[config.mk]
export PLATFORM = sky130hd
export DESIGN_NAME = layer0_neuron_mac
export DESIGN_NICKNAME = d
export VERILOG_FILES = /design/src/rtl/layer0_pkg.sv /design/src/rtl/layer0_sat_shift.sv /design/src/rtl/layer0_neuron_mac.sv
export SDC_FILE = /design/constraint.sdc
export NUM_CORES = 1
export LEC_CHECK = 0
export CORE_MARGIN = 2
export CORE_UTILIZATION = 25
export DETAILED_ROUTE_END_ITERATION = 12
export SLEW_MARGIN = 10
export SYNTH_ARGS = -nofsm -noshare
export SYNTH_HDL_FRONTEND = slang
export SYNTH_SLANG_ARGS = --single-unit
[constraint.sdc]
create_clock -name clk -period 16.78 [get_ports clk]
set_clock_uncertainty 0.1 [all_clocks]
set_input_delay 3.356 -clock clk [delete_from_list [all_inputs] [get_ports clk]]
set_output_delay 3.356 -clock clk [all_outputs]
set_load 0.02 [all_outputs]
[src/rtl/layer0_pkg.sv]
// Shared Q4.4 constants, FSM state type and output saturation for the layer-0 datapath.
// Later layers reuse saturate() on their own accumulators.
package layer0_pkg;

    localparam int DATA_W    = 8;
    localparam int FRAC_BITS = 4;
    localparam int Z_MAX     = 127;
    localparam int Z_MIN     = -128;
    // Widest accumulator saturate() accepts; callers sign-extend into it.
    localparam int SAT_W     = 32;

    typedef enum logic {
        ST_ACC,
        ST_OUT
    } state_t;

    function automatic logic signed [DATA_W-1:0] saturate(input logic signed [SAT_W-1:0] t);
        if (t > Z_MAX) begin
            return DATA_W'(Z_MAX);
        end
        if (t < Z_MIN) begin
            return DATA_W'(Z_MIN);
        end
        return DATA_W'(t);
    endfunction

endpackage

[src/rtl/layer0_sat_shift.sv]
// Rescales a Q8.8-scaled accumulator back to Q4.4 (floor shift) and clamps to the signed output range.
module layer0_sat_shift #(
    parameter int ACC_W     = 20,
    parameter int DATA_W    = 8,
    parameter int FRAC_BITS = 4
) (
    input  logic signed [ACC_W-1:0]  s,
    output logic signed [DATA_W-1:0] z
);
    import layer0_pkg::*;

    logic signed [ACC_W-1:0] t;

    assign t = s >>> FRAC_BITS;
    assign z = saturate(SAT_W'(t));

endmodule

[src/rtl/layer0_neuron_mac.sv]
// Sequential MAC neuron: accumulates N_INPUTS x*w products, adds bias on the last pair,
// and holds the saturated Q4.4 result until the activation stage takes it.
module layer0_neuron_mac #(
    parameter int N_INPUTS  = 4,
    parameter int DATA_W    = 8,
    parameter int ACC_W     = 20,
    parameter int FRAC_BITS = 4
) (
    input  logic                     clk,
    input  logic                     rst,
    input  logic                     in_valid,
    output logic                     in_ready,
    input  logic signed [DATA_W-1:0] x_data,
    input  logic signed [DATA_W-1:0] w_data,
    input  logic signed [DATA_W-1:0] bias,
    output logic                     out_valid,
    input  logic                     out_ready,
    output logic signed [DATA_W-1:0] z_value,
    output logic                     busy
);
    import layer0_pkg::*;

    localparam int CNT_W = (N_INPUTS > 1) ? $clog2(N_INPUTS) : 1;

    state_t                    state;
    logic signed [ACC_W-1:0]   acc;
    logic [CNT_W-1:0]          count;
    logic signed [2*DATA_W-1:0] prod;
    logic signed [ACC_W-1:0]   prod_ext;
    logic signed [ACC_W-1:0]   bias_ext;
    logic signed [ACC_W-1:0]   sum_final;
    logic signed [DATA_W-1:0]  z_next;
    logic                      is_final;

    assign prod      = x_data * w_data;
    assign prod_ext  = ACC_W'(prod);
    // Bias is Q4.4 while products are Q8.8, so align it before adding.
    assign bias_ext  = ACC_W'(bias) <<< FRAC_BITS;
    assign sum_final = acc + prod_ext + bias_ext;
    assign is_final  = (count == CNT_W'(N_INPUTS - 1));

    layer0_sat_shift #(
        .ACC_W     (ACC_W),
        .DATA_W    (DATA_W),
        .FRAC_BITS (FRAC_BITS)
    ) u_sat_shift (
        .s (sum_final),
        .z (z_next)
    );

    always_ff @(posedge clk or posedge rst) begin
        if (rst) begin
            state     <= ST_ACC;
            acc       <= '0;
            count     <= '0;
            in_ready  <= 1'b1;
            out_valid <= 1'b0;
            z_value   <= '0;
            busy      <= 1'b0;
        end else begin
            case (state)
                ST_ACC: begin
                    if (in_valid) begin
                        if (is_final) begin
                            z_value   <= z_next;
                            acc       <= '0;
                            count     <= '0;
                            busy      <= 1'b0;
                            state     <= ST_OUT;
                            in_ready  <= 1'b0;
                            out_valid <= 1'b1;
                        end else begin
                            acc   <= acc + prod_ext;
                            count <= count + 1'b1;
                            busy  <= 1'b1;
                        end
                    end
                end
                ST_OUT: begin
                    if (out_ready) begin
                        state     <= ST_ACC;
                        in_ready  <= 1'b1;
                        out_valid <= 1'b0;
                    end
                end
                default: begin
                    state     <= ST_ACC;
                    in_ready  <= 1'b1;
                    out_valid <= 1'b0;
                end
            endcase
        end
    end

endmodule

Fig. 1: metal layers overlaid
(2 px per um) Only two layers are drawn.
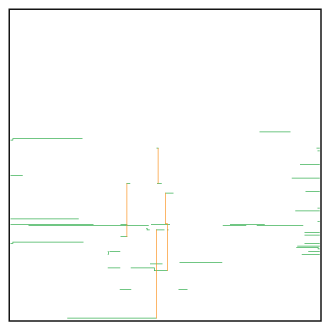
| layer | colour | wire length |
|---|---|---|
| M3 | green | 528 um |
| M4 | orange | 128 um |
vias: 4,188
wire length per cell: 13.3 um

Fig. 2: metal 1
(2 px per um) Supply wires on this layer in grey.
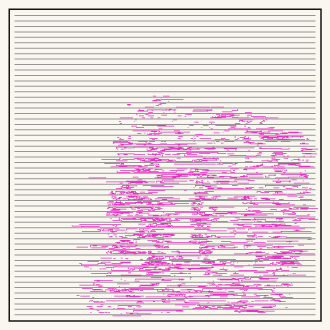
share of all routed wire: 48%
longest straight run: 39.6 um
final wirelength: 12,500 um
GR Util met1: 0.153

Fig. 3: routing congestion map
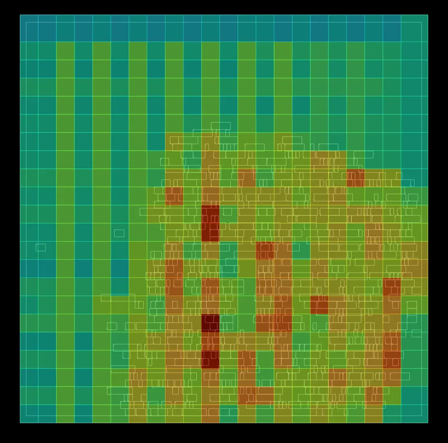
M2 GR Usage: 0.187
GR Util All Layers: 0.111
Final Util: 0.293
met3 track demand over resource: 0.0167
GR peak layer: met2

Fig. 4: a small window of the routed layout
Region (63, 94) to (93, 124) um. Cells in grey, sequential cells in the stronger grey; small squares are vias.
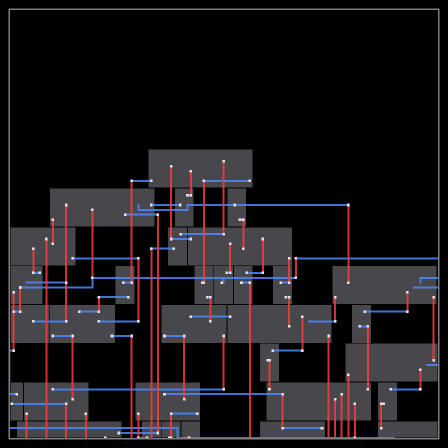
| layer | colour |
|---|---|
| M2 | red |
| M1 | blue |
most frequent: inv_1 (12), fa_1 (8), ha_1 (5)
cells with their middle in the window: 25
sequential cells in the window: 0

Fig. 5: gate-type map
(3 px per um)
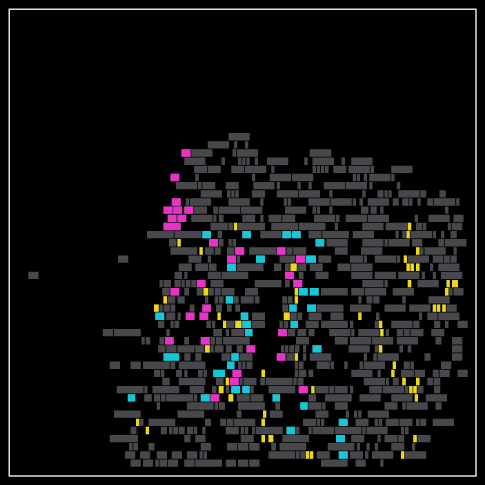
| family | colour | cells | most used |
|---|---|---|---|
| xor and xnor cells | magenta | 30 | xnor2_1 |
| non-inverting ao/oa cells | cyan | 33 | a22o_1 |
| nand cells | yellow | 55 | nand2_1 |

==> flow_summary.yaml <==
# synthesis and place-and-route metrics
outcome:
  run_status: "finished clean"
setup_path:
  cp-start-kind: "primary input"
  critPathBufInv: 5
  r2r_cells: 27
  path_class: "in2reg"
  cp_slowest_cell: "and2_1"
  cp_common_cell: "fa_1"
yosys:
  ys_sh_adder: 0.452
  ys_sh_mux: 0.00175
  synth_area_per_cell_um2: 9.36
  syn-cell-area_mm2: 0.00571
  synth-async-reset-ratio: 1.00
clocking:
  cts_hold_buffers: 0
  cts_tree: "built"
  post_cts_resize_count: 0
final_layout:
  diodes: 0
  layout.area.comb_mm2: 0.00439
  regMostFlops: "acc"
placement:
  dp_slack_ns: 5.39
  post-dp-hpwl_um: 10400
  place_congestion: 0.830
  dp.cells: 927
global_routing:
  grt_pass1_wl_um: 22100
  grt_pass1_vias: 4441
timing:
  hold_viol_final: 0
  final.period_utilization: 0.659
  rsz0062_at_grt: "false"
  setup_tns_ns: 0
  period_needed_ns: 11.07
  relSlewSlack: 0.314
  fmax_ghz: 0.0904
min_path:
  min_to: "out_valid"
detailed_routing:
  drt_pre_antenna_iters: 4
==> cell families (layout without fill, tap and decap cells) <==
| group | Yosys count | after routing |
|---|---|---|
| adders and majority gates | 153 | 153 |
| xor gates and xnor gates | 30 | 30 |
| muxes | 1 | 1 |
| AOI/OAI and AO/OA | 110 | 110 |
| buffers and inverters | 125 | 165 |
| and+or+nand+nor | 157 | 157 |
| DFF | 34 | 34 |
==> layout make-up <==
type,count,share of cell area
clock inverter,2,0.00190
clock buffer,6,0.0211
sequential,34,0.129
timing repair buffer,41,0.0612
tap,285,0.0541
multi-input combinational,451,0.666
inverter,116,0.0661
==> per-layer routing <==
layer	track usage	share of wire
met5	0	0
met4	0.0185	0.010
met3	0.0167	0.042
met2	0.187	0.47
met1	0.153	0.48
